`config.mk`:
```
export PLATFORM = sky130hd
export DESIGN_NAME = seg_scan_display
export DESIGN_NICKNAME = d
export VERILOG_FILES = /design/src/rtl/seg_pkg.sv /design/src/rtl/seg_decode.sv /design/src/rtl/seg_scan_display.sv
export SDC_FILE = /design/constraint.sdc
export NUM_CORES = 1
export LEC_CHECK = 0
export CAP_MARGIN = 20
export CELL_PAD_IN_SITES_DETAIL_PLACEMENT = 1
export CELL_PAD_IN_SITES_GLOBAL_PLACEMENT = 1
export CORE_ASPECT_RATIO = 0.8
export CORE_MARGIN = 2
export CORE_UTILIZATION = 35
export CTS_CLUSTER_DIAMETER = 60
export DETAILED_ROUTE_END_ITERATION = 8
export HOLD_SLACK_MARGIN = 0.1
export PLACE_DENSITY = 0.74
export SLEW_MARGIN = 10
export SYNTH_ARGS = -nofsm -noshare
export SYNTH_HDL_FRONTEND = slang
export SYNTH_SLANG_ARGS = --single-unit
```
`constraint.sdc`:
```
create_clock -name clk -period 2.4 [get_ports clk]
set_input_delay 0.36 -clock clk [delete_from_list [all_inputs] [get_ports clk]]
set_output_delay 0.36 -clock clk [all_outputs]
set_load 0.02 [all_outputs]
```
`src/rtl/seg_pkg.sv`:
```
// Shared types, segment patterns and width helpers for the seven-segment scan driver.
// All segment patterns are active-low, bit6 = a ... bit0 = g.
package seg_pkg;

    localparam logic [6:0] SEG_BLANK = 7'b1111111;

    // Hex glyphs, listed from code F down to code 0 so element [n] is code n.
    localparam logic [15:0][6:0] SEG_HEX = {
        7'b0111000, 7'b0110000, 7'b1000010, 7'b0110001,
        7'b1100000, 7'b0001000, 7'b0000100, 7'b0000000,
        7'b0001111, 7'b0100000, 7'b0100100, 7'b1001100,
        7'b0000110, 7'b0010010, 7'b1001111, 7'b0000001
    };

    localparam logic [3:0] OP_PLUS = 4'd0;
    localparam logic [3:0] OP_MIN  = 4'd1;
    localparam logic [3:0] OP_MULT = 4'd2;
    localparam logic [3:0] OP_DIV  = 4'd3;
    localparam logic [3:0] OP_O    = 4'd4;
    localparam logic [3:0] OP_H    = 4'd5;
    localparam logic [3:0] OP_EQ   = 4'd6;

    // Operator glyphs for codes 7 down to 0; slot 7 is padding so a 3-bit index is always legal.
    localparam logic [7:0][6:0] SEG_OP = {
        SEG_BLANK,  7'b1110110, 7'b1101000, 7'b0000001,
        7'b1011011, 7'b1001000, 7'b1111110, 7'b1101100
    };

    typedef struct packed {
        logic [3:0] code;
        logic       typ;
        logic       valid;
    } seg_entry_t;

    function automatic int unsigned count_width(input int unsigned ndig);
        return $clog2(ndig + 1);
    endfunction

    // Counter width for a modulus, never narrower than one bit.
    function automatic int unsigned ctr_width(input int unsigned modulus);
        return (modulus > 1) ? $clog2(modulus) : 1;
    endfunction

endpackage

```
`src/rtl/seg_decode.sv`:
```
// Combinational glyph lookup for one buffered character: hex or operator, blank when invalid.
module seg_decode
    import seg_pkg::*;
(
    input  logic [3:0] i_code,
    input  logic       i_type,
    input  logic       i_valid,
    output logic [6:0] o_seg
);

    logic [6:0] w_seg;

    always_comb begin
        w_seg = SEG_BLANK;
        if (i_valid) begin
            if (i_type) begin
                w_seg = SEG_HEX[i_code];
            end else if (!i_code[3]) begin
                w_seg = SEG_OP[i_code[2:0]];
            end
        end
    end

    assign o_seg = w_seg;

endmodule

```
`src/rtl/seg_scan_display.sv`:
```
// Time-multiplexed seven-segment driver: shift buffer fed by a push interface,
// digit scanner with prescaler, and an optional blinking cursor on digit 0.
module seg_scan_display
    import seg_pkg::*;
#(
    parameter int unsigned NDIG        = 4,
    parameter int unsigned SCAN_DIV    = 50000,
    parameter int unsigned BLINK_SCANS = 100
) (
    input  logic                          clk,
    input  logic                          rst,
    input  logic                          push_valid,
    input  logic [3:0]                    push_code,
    input  logic                          push_type,
    output logic                          push_ready,
    input  logic                          clr,
    input  logic                          blink_en,
    output logic [count_width(NDIG)-1:0]  count,
    output logic [NDIG-1:0]               an,
    output logic [6:0]                    CSseg
);

    localparam int unsigned CW = count_width(NDIG);
    localparam int unsigned PW = ctr_width(SCAN_DIV);
    localparam int unsigned IW = ctr_width(NDIG);
    localparam int unsigned FW = ctr_width(BLINK_SCANS);

    seg_entry_t      r_buf [NDIG];
    logic [CW-1:0]   r_count;
    logic [PW-1:0]   r_presc;
    logic [IW-1:0]   r_idx;
    logic [FW-1:0]   r_frame;
    logic            r_blink_hide;
    logic [NDIG-1:0] r_an;
    logic [6:0]      r_seg;

    logic            w_push;
    logic            w_presc_tc;
    logic            w_idx_last;
    logic            w_frame_tc;
    seg_entry_t      w_cur;
    logic [6:0]      w_dec;
    logic [NDIG-1:0] w_an;
    logic            w_cursor_off;

    assign push_ready = (r_count < CW'(NDIG));
    assign w_push     = push_valid & push_ready & ~clr;

    assign w_presc_tc = (r_presc == PW'(SCAN_DIV - 1));
    assign w_idx_last = (r_idx == IW'(NDIG - 1));
    assign w_frame_tc = (r_frame == FW'(BLINK_SCANS - 1));

    // Character buffer: newest entry at digit 0, older entries shift left.
    always_ff @(posedge clk or posedge rst) begin
        if (rst) begin
            for (int i = 0; i < NDIG; i++) begin
                r_buf[i] <= '0;
            end
            r_count <= '0;
        end else if (clr) begin
            for (int i = 0; i < NDIG; i++) begin
                r_buf[i].valid <= 1'b0;
            end
            r_count <= '0;
        end else if (w_push) begin
            for (int i = NDIG - 1; i > 0; i--) begin
                r_buf[i] <= r_buf[i-1];
            end
            r_buf[0] <= '{code: push_code, typ: push_type, valid: 1'b1};
            r_count  <= r_count + 1'b1;
        end
    end

    // Scan timing is free-running and deliberately ignores clr.
    always_ff @(posedge clk or posedge rst) begin
        if (rst) begin
            r_presc      <= '0;
            r_idx        <= '0;
            r_frame      <= '0;
            r_blink_hide <= 1'b0;
        end else begin
            if (w_presc_tc) begin
                r_presc <= '0;
                if (w_idx_last) begin
                    r_idx <= '0;
                    if (w_frame_tc) begin
                        r_frame      <= '0;
                        r_blink_hide <= ~r_blink_hide;
                    end else begin
                        r_frame <= r_frame + 1'b1;
                    end
                end else begin
                    r_idx <= r_idx + 1'b1;
                end
            end else begin
                r_presc <= r_presc + 1'b1;
            end
        end
    end

    assign w_cur = r_buf[r_idx];

    seg_decode u_decode (
        .i_code  (w_cur.code),
        .i_type  (w_cur.typ),
        .i_valid (w_cur.valid),
        .o_seg   (w_dec)
    );

    assign w_an         = ~({{(NDIG-1){1'b0}}, 1'b1} << r_idx);
    assign w_cursor_off = blink_en & (r_idx == '0) & r_blink_hide;

    always_ff @(posedge clk or posedge rst) begin
        if (rst) begin
            r_an  <= '1;
            r_seg <= SEG_BLANK;
        end else begin
            r_an  <= w_an;
            r_seg <= w_cursor_off ? SEG_BLANK : w_dec;
        end
    end

    assign count = r_count;
    assign an    = r_an;
    assign CSseg = r_seg;

endmodule

```
### Floorplan with the power grid, run 1

(4 px per um) Pins as bars on the die edge.
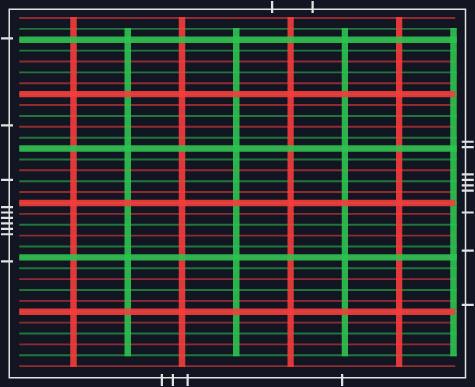
| net | colour |
|---|---|
| VDD | green |
| VSS | red |
met4 straps: 8
met1 rails: 33
rows: 32
met5 straps: 6
signal pins: 25
Core Box Area: 0.009489 mm^2
chip width: 113.7 um
Die Y: 91.76 um
Peak VDD IR: 0.4129 mV

### The metal 4 layer, run 1

(3 px per um)
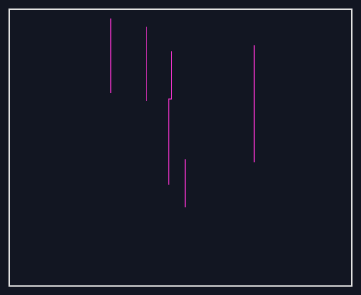
main direction: vertical
longest straight run: 38.8 um
routed wire length: 7.151 mm
routed vias: 2367

### Routing congestion map, run 1

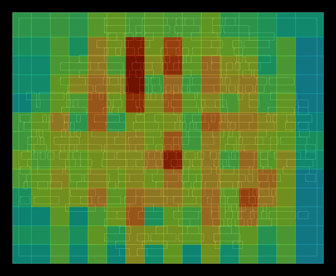
Top Usage Layer GRT: met2
Final Util: 43.71%

### Clock network drawn from the DEF, run 1

(4 px per um)
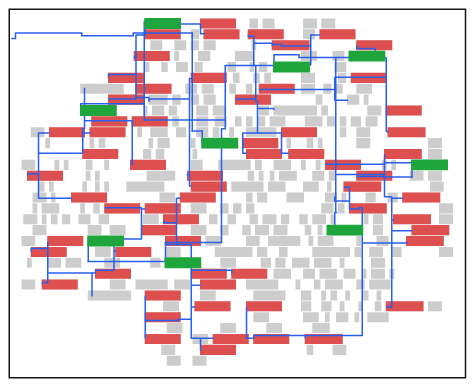
[flip-flops] red | count: 64
[cells driving clock nets] green | count: 9
[clock wires] blue | length: 1010 um
flops lie: all over the die
Worst Clk Skew: 5.952 ps
clk latency late pin: 340 ps
clk pwr: 1.55 mW
clock share of power: 45.7%

==> run 1: flip-flops by register name, summed over array words and instances (netlist names) <==
name and flops:
CSseg 7, an 4, count 3, r_blink_hide 1, r_buf 24, r_frame 7
r_idx 2, r_presc 16
==> run 1: report_power, final <==
part	total (mW)	switching [mW]	internal, mW
clock network	1.55	0.504	1.05
logic	0.517	0.237	0.280
registers	1.32	0.110	1.21
==> run 1: worst min-delay path by stage <==
stage / start / end / slack (ps) / cells after the start
3_5_place_dp: r_presc[0] / r_presc[0] / 450 / 1
3_3_place_gp: r_presc[0] / r_presc[0] / 440 / 1
6_report: rst / r_buf[18] / 300 / 2
4_1_cts: rst / r_buf[18] / 300 / 2
5_1_grt: rst / r_buf[18] / 320 / 2
2_1_floorplan: r_presc[0] / r_presc[0] / 420 / 1
==> run 1: metal layers <==
metal | vias to the layer above | wire, um | part of all wire, %
li1 | 1100 | - | -
met1 | 1211 | 3334 | 47
met2 | 42 | 3388 | 47
met3 | 14 | 280 | 3.9
met4 | 0 | 148 | 2.1
met5 | - | 0 | 0
==> run 1: cells in the mapped netlist (3+ instances only) <==
master	count	share of area (%)
o21ai_0	7	1.0
inv_1	15	1.7
nor2b_1	6	1.1
nand2b_1	4	0.74
buf_2	3	0.45
nor2_1	17	1.9
and3_1	4	0.74
mux4_2	5	3.3
nor3_1	3	0.45
dfrtp_1	53	39
nand4_1	8	1.5
mux2i_1	8	2.4
xnor2_1	8	2.1
and4_1	3	0.78
a21oi_1	8	1.2
ha_1	13	4.8
clkbuf_1	5	0.56
mux2_2	23	7.7
dfstp_2	11	8.6
nand2_1	21	2.3
xor2_1	8	2.1
nand4b_1	4	1.0
nand3_1	14	2.1
mux4_1	4	3.1
==> run 1: cell type report <==
class                      instances  share of cell area (%)
multi-input combinational        198                   39.49
sequential                        64                   38.94
timing repair buffer              35                   8.084
clock buffer                      10                   5.762
tap                              119                   3.590
clock inverter                     6                   2.775
inverter                          15                   1.357
==> run 1: worst max-delay path, delay by kind of cell, from the launching register on <==
kind | cells | cell delay, ps
muxes | 2 | 1010
AOI/OAI and AO/OA | 2 | 420
DFF | 1 | 400
buffers and inverters | 2 | 300
==> run 1: cells by family (layout without fill, tap and decap cells) <==
kind of cell               Yosys count  in the layout  synth area share [%]
muxes                               42             42                 17.30
DFF                                 64             64                 47.94
AOI/OAI and AO/OA                   30             30                 6.127
xor gates and xnor gates            16             16                 4.159
buffers and inverters               25             66                 3.342
and+or+nand+nor                     97             97                 16.30
adders and majority gates           13             13                 4.827
==> run 1: per-stage QoR <==
step | instance area, um^2 | std cells | worst slack [ps]
CTS | 4136 | 445 | 127.9
global placement | 3782 | 429 | 185.9
floorplan | 3369 | 287 | 135.9
finish | 4148 | 447 | 196.0
global route | 4148 | 447 | -1.536
detailed placement | 3782 | 429 | 150.5
==> run 1: timing repair <==
item | 4_1_cts | 5_1_grt
setup endpoints to repair | 0 | 1
setup buffers | 0 | 2
gates resized | 0 | 2
==> Slide: Implementation Results, run 1 <==
Flow Results at a Glance

Cells and area
  • Net total in the final layout: 346
  • Synth-to-layout area growth: 23.10%
  • Top cells excl fill/tap: dfrtp_1, clkdlybuf4s50_1, mux2_2
  • FF+latch area: 0.001615 mm^2
  • Share of layout cells above drive strength 1: 24.09%
  • Fillcell total: 1003
  • Gate Area: 0.001638 mm^2

Global route
  • Grt total ovfl: 0
  • First-pass GRT wire length: 12.44 mm
  • Initial antenna violation count: 0
  • Met3 Track Usage GR: 5.750%
  • GRT Util Overall: 15.38%
  • Largest net degree at the start of global routing: 36
  • Vias in the first global route: 2490

Worst setup path
  • Crit path DRT: 2660 ps
  • Register-to-Register Path Depth: 6
  • Crit path to: CSseg[0]
  • Crit. Startpoint: r_idx[0]
  • R2R Path Start: r_idx[0]
  • FF-to-FF End: CSseg[0]
  • CP Launch Type: register
  • Worst path slowest cell: mux4_2
  • Critical path class: reg2reg
  • Setup slack, reg-to-reg: around 200 ps
  • Arrival time at the worst endpoint: 2460 ps

Drt
  • First drt pass iteration count: 4
  • Post-DRT Antenna Nets: 0
  • Routed WL per cell: 16.00 um
  • Drc violations: 0
  • DR iter-0 viols: 87

Floorplanning
  • Initial core utilization: 35.51%
  • Die area: 0.01043 mm^2

Clock network
  • CTS hold repair buffers: 0
  • Number of CTS-inserted buffers: 9
  • Reg clk slew, reported paths: 60 ps
  • Max clock buf depth: 2
  • Clk sink count: 64
  • H-tree depth: 3
  • CTS tree: built
  • CTS Root Cell: clkbuf_16

Final timing
  • Rel. slew slack: a little under two thirds
  • Minimum hold slack: 295.2 ps
  • Fin Setup TNS: 0 ps
  • Final worst-path cycle share: 91.83%
  • Fmax: 0.4537 GHz
  • Final Critical Period: 2204 ps

Synth
  • Yosys reg bits: 64
  • Ys flop type: dfrtp_1
  • Post-synthesis cell area: approximately 0.0034 mm^2
  • Synth async-reset ratio: 100.0%
  • Avg Inst Size Synth: 11.74 um^2
  • Cells after synthesis: 287
  • Synth warn: 0
  • Seq share, synth: 47.94%
  • Yosys stat chip area: 0.003369 mm^2

Power and ir drop
  • Leakage: 1.801 nW
  • Design Power: 3.393 mW
  • PwrDens: between 800 and 900 mW/mm^2

Placement
  • Port Buffers: 24
  • HPWL after detailed placement: 5.101 mm
  • Final GP Congestion: 0.8171

Run status
  • Status: completed

Hold path
  • HP Class: in2async

Flow run
  • Max-cap violations: 0
==> run 2, diff against run 1 <==
CORE_UTILIZATION = 43   (was 35)
PLACE_DENSITY = 0.86   (was 0.74)
TNS_END_PERCENT = 50   (was not set)
==> Slide: Implementation Results, run 2 <==
Flow Results at a Glance

Run status
  • Status: completed

Cells and area
  • Share of layout cells above drive strength 1: roughly 23%
  • Synth-to-layout area growth: 17.90%
  • Top cells excl fill/tap: dfrtp_1, clkdlybuf4s50_1, mux2_2
  • Fillcell total: 802
  • Reg with most FFs: r_buf
  • Net total in the final layout: approximately 340
  • # diodes: 0
  • Largest regs: r_buf: 24 flops, r_presc: 16 flops
  • Final Util: 52.99%
  • Commonest Layout Cell: dfrtp_1
  • Max FFs per register: 24

Final timing
  • Final hold vios: 0
  • Rel. slew slack: about three fifths
  • RSZ-0062 raised after global routing: false
  • Setup violations, final: 0
  • Fmax: 0.4470 GHz
  • Fin Setup TNS: 0 ps
  • Tightest Pin Transition: 591.2 ps
  • Final Critical Period: 2237 ps
  • PnR worst setup slack: 162.8 ps
  • Final worst-path cycle share: between 90% and 100%
  • Final Max Tran Viols: 0
  • Minimum hold slack: slightly above 400 ps

Drt
  • Metal1 wirelength: 3.478 mm
  • Uppermost layer routed: met4
  • Vias per std cell: 5.499
  • Routed wire length: 7.546 mm
  • DR iter-0 viols: 107
  • Routed WL per cell: 17.51 um
  • Metal3 WL: between 300 and 400 um
  • Routed vias: 2370
  • First drt pass iteration count: 4
  • Routed wl met2: 3.659 mm
  • Drc violations: 0
  • Post-DRT Antenna Nets: 0

Synth
  • Top-count cell post-synth: dfrtp_1
  • Yosys reg bits: 64
  • Avg Inst Size Synth: 11.74 um^2
  • EDFF count, synth: 0
  • Cells after synthesis: about 290
  • Synth warn: 0
  • Seq share, synth: 47.94%
  • Distinct lib cells used: 49
  • Synth cell count leaders: dfrtp_1, mux2_2, nand2_1
  • Synth area leader: dfrtp_1
  • Yosys cell count: 287
  • Area contributors post-synth: dfrtp_1, dfstp_2, mux2_2
  • Yosys stat chip area: 0.003369 mm^2
  • Synth async-reset ratio: 100.0%
  • Area share, top type: 39.36%
  • Floorplan net count: 310
  • Ys flop type: dfrtp_1
  • Post-synthesis cell area: roughly 0.0034 mm^2

Hold path
  • HP Class: in2async

Floorplanning
  • Die area: between 0.008 and 0.009 mm^2
  • Site Rows: 28
  • Initial core utilization: 44.94%
  • Ports: 25

Flow run
  • Tally of OpenROAD warnings: 34
  • Max-cap violations: 0

Global route
  • First-pass GRT wire length: 12.77 mm
  • Grt total ovfl: 0
  • Largest net degree at the start of global routing: 65
  • Vias in the first global route: 2531
  • GRT Util Overall: 19.15%
  • Initial antenna violation count: 0

Placement
  • HPWL after detailed placement: 5.313 mm
  • Final GP Congestion: 0.8585
  • Port Buffers: 24
  • Worst slack at placement: 107.1 ps

Clock network
  • Reg clk slew, reported paths: around 80 ps
  • Clk latency late pin: 340 ps
  • CTS Root Cell: clkbuf_8
  • Clk sink count: 64
  • H-tree depth: 3
  • Max clock buf depth: 2
  • CTS tree: built
  • Number of CTS-inserted buffers: 9

Power and ir drop
  • PwrDens: 724.8 mW/mm^2
  • Leakage: about 1.7 nW

Worst setup path
  • CP Launch Type: register
  • Crit. Startpoint: r_idx[0]
  • Critical Path Fanout Max: 6
  • Critical path class: reg2reg
  • Crit path DRT: 2670 ps
  • Arrival time at the worst endpoint: 2500 ps
  • R2R Path Start: r_idx[0]
  • Critical Path End Type: register
==> run 2: repair_timing <==
item	in CTS	in global routing
gates resized	0	1
setup buffers	0	2
hold buffers	0	0
endpoints found under the setup margin	0	2
==> run 2: area by class of cell <==
cell class | instances | area (um^2) | share of cell area, %
Multi-Input combinational cell | 198 | 1638 | 41.23
Clock inverter | 6 | 83.83 | 2.110
Sequential cell | 64 | 1615 | 40.66
Clock buffer | 10 | 127.6 | 3.213
Inverter | 15 | 56.30 | 1.417
Tap cell | 105 | 131.4 | 3.307
Timing Repair Buffer | 33 | 320.3 | 8.063
==> run 2: kinds of logic after synthesis <==
family	count (synthesis)	share of synthesized area, %
AOI/OAI and AO/OA	30	6.127
xor gates and xnor gates	16	4.159
adders and majority gates	13	4.827
and+or+nand+nor	97	16.30
buffers and inverters	25	3.342
DFF	64	47.94
muxes	42	17.30
==> run 2: worst paths after layout <==
check,to,slack [ps],cells past startpoint
worst max-delay path,CSseg[3],160,7
worst min-delay path,r_buf[6],400,3
worst max register to register,CSseg[3],160,7
worst min register to register,r_presc[0],470,1
max in group asynchronous,an[3],1680,3
min in group clk,r_presc[0],470,1
==> run 2: where the power goes <==
group | switching, mW | leakage [nW] | internal [mW]
registers | 0.114 | 0.796 | 1.21
logic | 0.249 | 0.826 | 0.283
clock network | 0.439 | 0.110 | 0.582
total | 0.802 | 1.73 | 2.08
==> run 2: worst max-delay path: stages, from the launching register on <==
cell and delay [ps]:
dfrtp_1 450, mux4_2 600, inv_1 150, ha_1 200, inv_1 50, mux4_1 470, o2bb2ai_1 150, nand3_1 100
==> run 2: layer usage <==
metal	GRT usage, %	up-vias
met3	5.724	11
met1	26.37	1209
met5	0	-
li1	-	1100
met2	29.57	50
met4	4.904	0
==> run 2: stage by stage <==
stage               cell area (um^2)  std cells  power, mW
floorplan                       3369        287      1.683
global placement                3750        413      1.822
detailed placement              3750        413      1.867
CTS                             3961        429      2.898
global route                    3973        431      3.013
finish                          3973        431      2.879
### Floorplan with the power grid, run 2

(4 px per um) Pins as bars on the die edge.
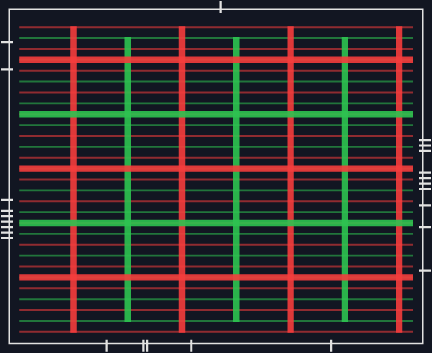
| net | colour |
|---|---|
| VSS | red |
| VDD | green |
met4 straps: 7
rows: 28
met5 straps: 5
Die Y: 83.18 um
Peak VDD IR: 0.2917 mV
chip width: 103.0 um
Core Box Area: 0.007497 mm^2

### Clock network drawn from the DEF, run 2

(6 px per um)
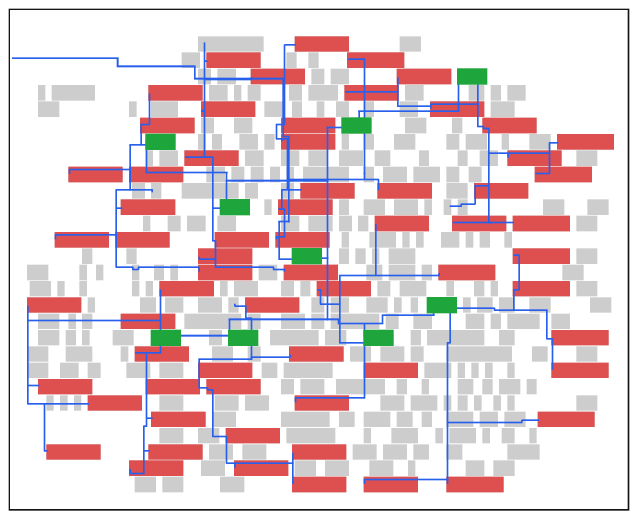
[flip-flops] red | count: 64
[cells driving clock nets] green | count: 9
[clock wires] blue | length: 916 um
flops lie: all over the die
clk pwr: 1.02 mW
clock share of power: 35.4%
Worst Clk Skew: 6.128 ps

==> run 3, diff against run 2 <==
GPL_TIMING_DRIVEN = 0   (was not set)
==> Slide: Implementation Results, run 3 <==
Flow Results at a Glance

Cells and area
  • Synth-to-layout area growth: 20.05%
  • Fillcell total: around 820
  • Commonest Layout Cell: dfrtp_1
  • Design area: slightly above 0.004 mm^2
  • # diodes: 0
  • Max FFs per register: 24
  • Share of layout cells above drive strength 1: 24.40%
  • Largest regs: r_buf: 24 flops, r_presc: 16 flops
  • Reg with most FFs: r_buf
  • Top cells excl fill/tap: dfrtp_1, mux2_2, clkdlybuf4s50_1
  • Net total in the final layout: 350

Power and ir drop
  • Peak VDD IR: 0.2827 mV
  • Leakage: between 1.5 and 2 nW
  • Design Power: between 3 and 4 mW
  • PwrDens: 751.7 mW/mm^2

Global route
  • Grt total ovfl: 0
  • First-pass GRT wire length: ~13 mm
  • Initial antenna violation count: 0
  • Vias in the first global route: 2611
  • Largest net degree at the start of global routing: 65

Synth
  • Area contributors post-synth: dfrtp_1, dfstp_2, mux2_2
  • Avg Inst Size Synth: 11.74 um^2
  • EDFF count, synth: 0
  • Synth async-reset ratio: 100.0%
  • Yosys reg bits: roughly 64
  • Yosys stat chip area: 0.003369 mm^2
  • Seq share, synth: a little under half
  • Top-count cell post-synth: dfrtp_1
  • Synth warn: 0
  • Floorplan net count: between 300 and 400
  • Area share, top type: about two fifths
  • Yosys cell count: 287
  • Ys flop type: dfrtp_1
  • Synth cell count leaders: dfrtp_1, mux2_2, nand2_1
  • Cells after synthesis: 287
  • Synth area leader: dfrtp_1
  • Distinct lib cells used: 49
  • Post-synthesis cell area: 0.003369 mm^2

Worst setup path
  • Crit. Startpoint: r_idx[0]
  • Critical Path Fanout Max: 7
  • Worst path slowest cell: mux4_2
  • CP cell instances: buf_6 > mux4_2 > ha_1 > mux4_1 > o2bb2ai_1 > nand3_1
  • Setup slack, reg-to-reg: between 100 and 150 ps
  • R2R Path Start: r_idx[0]
  • FF-to-FF End: CSseg[3]
  • Crit path max-delay family: multiplexers
  • CP Buf/Inv Count: 1
  • Crit path DRT: 2660 ps
  • Crit path largest cell delay: 610 ps
  • CP Launch Type: register
  • Register-to-Register Path Depth: 6
  • Critical path class: reg2reg
  • Critical Path End Type: register
  • Arrival time at the worst endpoint: 2540 ps

Final timing
  • Fmax: 0.4388 GHz
  • Rel. slew slack: 47.53%
  • Setup violations, final: 0
  • Final Critical Period: between 2000 and 2500 ps
  • PnR worst setup slack: 121.1 ps
  • Final worst-path cycle share: between 90% and 100%
  • RSZ-0062 raised after global routing: false
  • Minimum hold slack: 348.7 ps
  • Tightest Pin Transition: 787.0 ps
  • Final Max Tran Viols: 0
  • Fin Setup TNS: 0 ps
  • Final hold vios: 0

Clock network
  • H-tree depth: 3
  • Clk sink count: between 60 and 70
  • Clk latency late pin: 350 ps
  • Number of CTS-inserted buffers: 9
  • CTS tree: built
  • CTS hold repair buffers: 0
  • Max clock buf depth: 2
  • CTS Root Cell: clkbuf_8
  • Reg clk slew, reported paths: 80 ps

Placement
  • Placement Cell Area: 0.003734 mm^2
  • Final GP Congestion: 0.8099
  • Port Buffers: 23
  • HPWL after detailed placement: 5.175 mm
  • Worst slack at placement: -158.7 ps

Drt
  • Post-DRT Antenna Nets: 0
  • First drt pass iteration count: 4
  • DR iter-0 viols: between 100 and 150
  • Routed WL per cell: 17.00 um
  • Vias per std cell: ~5.5
  • Drc violations: 0

Floorplanning
  • Initial core utilization: 44.94%
  • Die area: 0.008565 mm^2
  • Die Y: a little over 80 um
  • Site Rows: 28
  • Ports: 25
  • Chip width: 103.0 um
  • Core Box Area: 0.007497 mm^2

Run status
  • Status: completed

Flow run
  • Tally of OpenROAD warnings: 34
  • Max-cap violations: 0

Hold path
  • HP Class: in2reg
  • Hold Path Cell Cnt: 2
  • Hold endpoint: count[0]
  • Hold path startpoint: clr
run 3: cell families (layout without fill, tap and decap cells):
logic type               after synthesis  in the layout  share of synthesized area [%]
AND-OR/OR-AND                         30             30                          6.127
flip-flops                            64             64                          47.94
XOR/XNOR                              16             16                          4.159
adder cells (fa/ha/maj)               13             13                          4.827
AND/OR/NAND/NOR                       97             97                          16.30
multiplexers                          42             42                          17.30
buffers and inverters                 25             70                          3.342
run 3: metal layers:
layer / track usage (%) / vias up / share of wire (%)
met4: 6.340 / 0 / 1.4
met5: 0 / - / 0
li1: - / 1112 / -
met3: 4.798 / 9 / 3.5
met2: 31.11 / 37 / 49
met1: 25.26 / 1227 / 46
run 3: how the worst max path moves through the flow:
stage	to	slack, ps	cells past startpoint
after floorplan	CSseg[3]	140	8
after global placement	r_buf[15]	-680	2
after detailed placement	CSseg[3]	-160	8
after CTS	CSseg[3]	0.1	8
after global routing	CSseg[3]	20	6
final	CSseg[3]	120	6
run 3: per-stage QoR:
| step | utilization, % | instances |
|---|---|---|
| 4_1_cts | 53.42 | 434 |
| 6_report | 53.96 | 437 |
| 5_1_grt | 53.96 | 437 |
| 2_1_floorplan | - | 287 |
| 3_5_place_dp | 49.80 | 415 |
| 3_3_place_gp | 49.77 | 415 |
run 3: final cells by class:
| class | count | area [um^2] | area share (%) |
|---|---|---|---|
| buffer | 10 | 58.81 | 1.454 |
| clock buffer | 10 | 137.6 | 3.402 |
| clock inverter | 6 | 115.1 | 2.846 |
| inverter | 15 | 61.31 | 1.516 |
| multi-input combinational | 198 | 1650 | 40.80 |
| sequential | 64 | 1615 | 39.93 |
| tap | 105 | 131.4 | 3.248 |
| timing repair buffer | 29 | 275.3 | 6.805 |
run 3: report_power, final:
group	switching, mW	internal [mW]	total, mW
Sequential	0.118	1.21	1.33
Combinational	0.251	0.288	0.539
Clock	0.447	0.724	1.17
Total	0.817	2.22	3.04
run 3: repair_timing:
action	in CTS	in global routing
resized	2	4
pin swaps	0	0
setup buffers	3	3
endpoints found under the hold margin	0	0
endpoints found under the setup margin	1	1
### Clock network drawn from the DEF, run 3

(6 px per um)
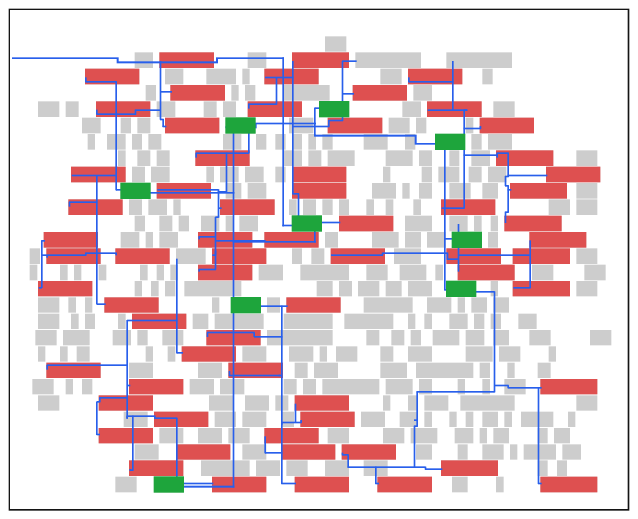
[cells driving clock nets] green | count: 9
[clock wires] blue | length: 905 um
[flip-flops] red | count: 64
flops lie: all over the die
routed clock nets: 10
clk pwr: 1.17 mW
clock share of power: 38.5%
Worst Clk Skew: 10.92 ps

### Wiring by layer, run 3

(6 px per um) Two of the layers only.
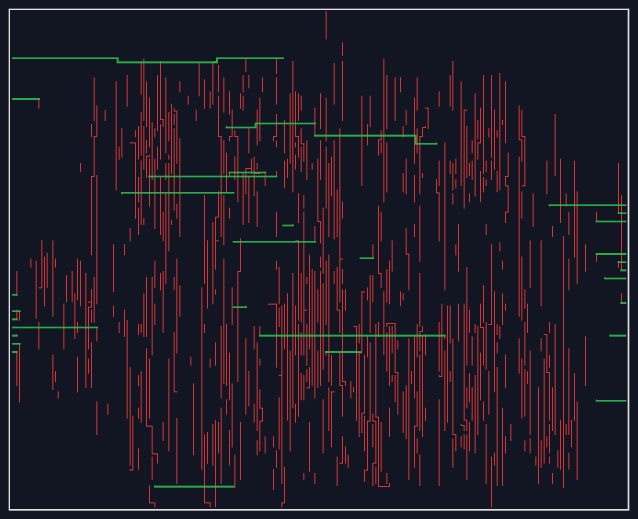
| layer | colour | wire length |
|---|---|---|
| met2 | red | 3680 um |
| met3 | green | 259 um |
GRT Util Overall: 19.27%
routed vias: 2385
routed wire length: 7.427 mm


==> layout pictures side by side <==
Cell density map.
picture 1
(3 px per um) 10 x 8 tiles, from white (low) to dark blue (high), 0 to 100% covered.
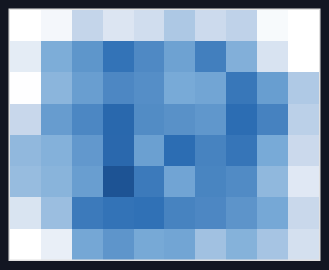
picture 2
(3 px per um) 10 x 8 tiles, from white (low) to dark blue (high), 0 to 100% covered.
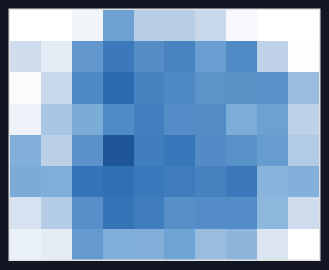
picture 3
(2 px per um) 11 x 9 tiles, from white (low) to dark blue (high), 0 to 100% covered.
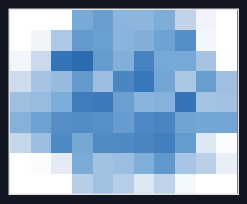
run 1 -> picture 3
run 3 -> picture 1
run 2 -> picture 2
Of these, largest die: picture 3

Power and IR drop assume default switching activity.
